### src/rtl/mem_sram_controller_if.sv
// MEM-stage data-memory request bus: one 32-bit read or write at a time,
// with a ready signal that freezes the pipeline while an access is in flight.
interface mem_sram_controller_if;
  logic        rd_en;
  logic        wr_en;
  logic [31:0] address;
  logic [31:0] write_data;
  logic [31:0] read_data;
  logic        ready;

  modport master (
    output rd_en, wr_en, address, write_data,
    input  read_data, ready
  );

  modport slave (
    input  rd_en, wr_en, address, write_data,
    output read_data, ready
  );
endinterface

### src/rtl/mem_sram_controller.sv
// Splits each 32-bit MEM-stage access into two 16-bit SRAM accesses
// (low half first), holding every half for ACCESS_CYCLES clock cycles.
module mem_sram_controller #(
  parameter int unsigned BASE_ADDR     = 1024,
  parameter int unsigned ACCESS_CYCLES = 2
) (
  input  logic                  clk,
  input  logic                  rst,
  mem_sram_controller_if.slave  mem,
  output logic [17:0]           sram_addr,
  output logic                  sram_we_n,
  output logic [15:0]           sram_dq_out,
  output logic                  sram_dq_oe,
  input  logic [15:0]           sram_dq_in
);

  typedef enum logic [1:0] {IDLE, LOW, HIGH, DONE} state_t;

  localparam logic [3:0] LAST_CNT = 4'(ACCESS_CYCLES - 1);

  state_t      state_q, state_d;
  logic [3:0]  cnt_q, cnt_d;
  logic [31:0] addr_q, addr_d;
  logic [31:0] wdata_q, wdata_d;
  logic [31:0] rdata_q, rdata_d;
  logic        is_write_q, is_write_d;

  logic [16:0] word_idx;
  logic        last_cnt;
  logic        high_half;

  // Modulo-2^32 offset from the SRAM base; bits above the SRAM range are dropped.
  assign word_idx  = 17'((addr_q - BASE_ADDR) >> 2);
  assign last_cnt  = (cnt_q == LAST_CNT);
  assign high_half = (state_q == HIGH);

  assign mem.read_data = rdata_q;

  always_comb begin
    state_d     = state_q;
    cnt_d       = cnt_q;
    addr_d      = addr_q;
    wdata_d     = wdata_q;
    rdata_d     = rdata_q;
    is_write_d  = is_write_q;
    mem.ready   = 1'b0;
    sram_addr   = '0;
    sram_we_n   = 1'b1;
    sram_dq_oe  = 1'b0;
    sram_dq_out = '0;

    case (state_q)
      IDLE: begin
        mem.ready = !mem.rd_en && !mem.wr_en;
        if (mem.rd_en || mem.wr_en) begin
          addr_d     = mem.address;
          wdata_d    = mem.write_data;
          is_write_d = mem.wr_en;
          cnt_d      = '0;
          state_d    = LOW;
        end
      end

      LOW, HIGH: begin
        sram_addr = {word_idx, high_half};
        if (is_write_q) begin
          sram_we_n   = 1'b0;
          sram_dq_oe  = 1'b1;
          sram_dq_out = high_half ? wdata_q[31:16] : wdata_q[15:0];
        end else if (last_cnt) begin
          // Read data is taken on the final cycle of the half so the SRAM has
          // had the full access window to settle.
          if (high_half) rdata_d[31:16] = sram_dq_in;
          else           rdata_d[15:0]  = sram_dq_in;
        end
        if (last_cnt) begin
          cnt_d   = '0;
          state_d = high_half ? DONE : HIGH;
        end else begin
          cnt_d = cnt_q + 4'd1;
        end
      end

      DONE: begin
        mem.ready = 1'b1;
        state_d   = IDLE;
      end

      default: state_d = IDLE;
    endcase
  end

  always_ff @(posedge clk) begin
    if (!rst) begin
      state_q    <= IDLE;
      cnt_q      <= '0;
      addr_q     <= '0;
      wdata_q    <= '0;
      rdata_q    <= '0;
      is_write_q <= 1'b0;
    end else begin
      state_q    <= state_d;
      cnt_q      <= cnt_d;
      addr_q     <= addr_d;
      wdata_q    <= wdata_d;
      rdata_q    <= rdata_d;
      is_write_q <= is_write_d;
    end
  end

endmodule
### src/flat_wrapper.sv
// flat-port wrapper written by rule: the top's interface ports become plain ports
module mem_sram_controller_flat 
#(
  parameter int unsigned BASE_ADDR     = 1024,
  parameter int unsigned ACCESS_CYCLES = 2
)
  (clk, rst, sram_addr, sram_we_n, sram_dq_out, sram_dq_oe, sram_dq_in, mem_rd_en, mem_wr_en, mem_address, mem_write_data, mem_read_data, mem_ready);
  mem_sram_controller_if mem_i ();
  input  logic clk;
  input  logic rst;
  output logic [17:0] sram_addr;
  output logic sram_we_n;
  output logic [15:0] sram_dq_out;
  output logic sram_dq_oe;
  input  logic [15:0] sram_dq_in;
  input wire logic [$bits(mem_i.rd_en)-1:0] mem_rd_en;
  input wire logic [$bits(mem_i.wr_en)-1:0] mem_wr_en;
  input wire logic [$bits(mem_i.address)-1:0] mem_address;
  input wire logic [$bits(mem_i.write_data)-1:0] mem_write_data;
  output wire logic [$bits(mem_i.read_data)-1:0] mem_read_data;
  output wire logic [$bits(mem_i.ready)-1:0] mem_ready;
  assign mem_i.rd_en = mem_rd_en;
  assign mem_i.wr_en = mem_wr_en;
  assign mem_i.address = mem_address;
  assign mem_i.write_data = mem_write_data;
  assign mem_read_data = mem_i.read_data;
  assign mem_ready = mem_i.ready;
  mem_sram_controller #(.BASE_ADDR(BASE_ADDR), .ACCESS_CYCLES(ACCESS_CYCLES)) u_core (.clk(clk), .rst(rst), .mem(mem_i), .sram_addr(sram_addr), .sram_we_n(sram_we_n), .sram_dq_out(sram_dq_out), .sram_dq_oe(sram_dq_oe), .sram_dq_in(sram_dq_in));
endmodule
### config.mk
export PLATFORM = sky130hd
export DESIGN_NAME = mem_sram_controller_flat
export DESIGN_NICKNAME = d
export VERILOG_FILES = /design/src/rtl/mem_sram_controller_if.sv /design/src/rtl/mem_sram_controller.sv /design/src/flat_wrapper.sv
export SDC_FILE = /design/constraint.sdc
export NUM_CORES = 1
export LEC_CHECK = 0
export CAP_MARGIN = 20
export CORE_ASPECT_RATIO = 1.1
export CORE_MARGIN = 5
export CORE_UTILIZATION = 40
export DETAILED_ROUTE_END_ITERATION = 7
export PLACE_DENSITY = 0.74
export SYNTH_ARGS = -nofsm -noshare
export SYNTH_HDL_FRONTEND = slang
export SYNTH_SLANG_ARGS = --single-unit
### constraint.sdc
create_clock -name clk -period 2.9 [get_ports clk]
set_clock_uncertainty 0.2 [all_clocks]
set_input_delay 0.435 -clock clk [delete_from_list [all_inputs] [get_ports clk]]
set_output_delay 0.435 -clock clk [all_outputs]
set_load 0.05 [all_outputs]
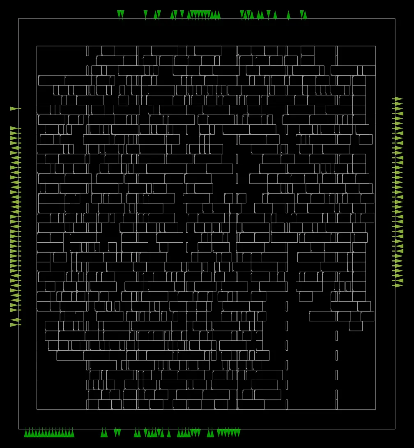
(cell placement)
site row count: 37
Post-Layout Cell Count: 708
fraction of area in registers: 0.2987
area of the core: 0.009444 mm²

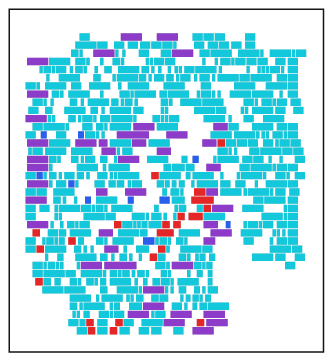
(drive-strength map)
(3 px per µm)
Purple stands for _6 and larger, cells 45, share 7.6%. Red stands for _3 and _4 cells, cells 22, share 3.7%. Blue stands for _2 cells, cells 10, share 1.7%. Cyan stands for _0 and _1 cells, cells 514, share 87%.
Worst Slack Setup Final: 161.5 ps
Non-CTS buffers: 147

==> impl_metrics.env <==
# flow metrics
export IMPL_dr_pass1_iters=4
export IMPL_n_clock_buffer=9
export IMPL_post_route_min_period_ps=2739
export IMPL_top_usage_layer="met2"
export IMPL_critPathCaptureType="output port"
export IMPL_die_area_mm2=0.01186
export IMPL_cts_hold_buffers=0
export IMPL_fp_nets=549
export IMPL_clock_latency_ps=340
export IMPL_yosysTopAreaCell="dfxtp_1"
export IMPL_logic_gates=333
export IMPL_grt_pass1_vias=3495
export IMPL_path_clk_slew_ps=100
export IMPL_warnings=45
export IMPL_min_path_type="flop to flop"
export IMPL_htree_levels=3
export IMPL_cp_start_kind="flop"
export IMPL_syn_area_mm2=0.003911
export IMPL_vias=3512
export IMPL_drt_met1_wl_um=4405
export IMPL_hold_start="u_core.mem.read_data[14]"
export IMPL_r2r_slack_ps=480
export IMPL_min_to="u_core.mem.read_data[14]"
export IMPL_place_gp_congestion=0.7745
export IMPL_post_cts_buffers=0
export IMPL_r2r_cells=5
export IMPL_grtUsageMet2=0.2831
export IMPL_comb_cell_share=0.3399
export IMPL_status="completed"
export IMPL_final_cell_mix="nand2_1 (153), clkdlybuf4s50_1 (99), dfxtp_1 (88), mux2i_1 (51), a21boi_0 (51)"
export IMPL_die_x_um=104.3
export IMPL_fin_setup_tns_ps=0
export IMPL_worstMarginPinSlew_ps=567.3
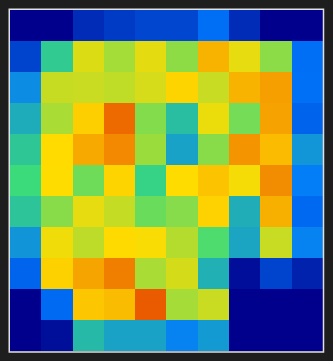
(cell area per tile)
(3 px per µm) 10 x 11 tiles, from dark blue (low) to red (high), 0 to 100% covered.
23% of the tiles are over 75% full. The mean over all tiles is 49%. The fullest tile reaches 90%. 11% of the tiles are nearly empty. The emptiest ninth of the die: south-east.
Post-Route Utilization: 0.6244
Initial Util: 0.4141

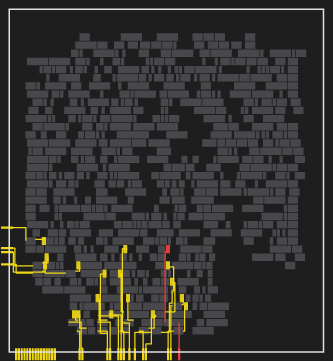
(nets reached from selected ports)
(3 px per µm)
Red stands for `mem_ready`, bits 1, direction output, edge south, end cells 1, buffers 1, wire 33.4 µm. Yellow stands for `mem_address`, bits 32, direction input, edge 28 south, 4 west, end cells 17, buffers 17, wire 384 µm.
# IOs: 153
PortBufs: 137

## power by group
part           switching, mW  leakage, nW  internal (mW)
Clock                  0.469        0.116          0.507
Sequential             0.119        0.719           1.40
Combinational           1.37         1.48          0.945
## stage by stage
step | hold slack (ps) | power, mW
floorplan | 238.8 | 2.945
global placement | 243.9 | 3.822
detailed placement | 252.3 | 3.881
CTS | 265.5 | 4.861
global route | 282.7 | 5.080
finish | 262.7 | 4.806
## registers in the layout, summed over array words and instances (netlist names)
signal and cells:
u_core.addr_q 17, u_core.cnt_q 4, u_core.is_write_q 1, u_core.mem.read_data 32, u_core.state_q 2, u_core.wdata_q 32
## worst max-delay path, cell delays in order (launching register included)
cell and delay (ps):
dfxtp_1 350, or4_1 600, nor4_1 290, mux2i_1 340
buf_12 180
Power and IR drop assume default switching activity.
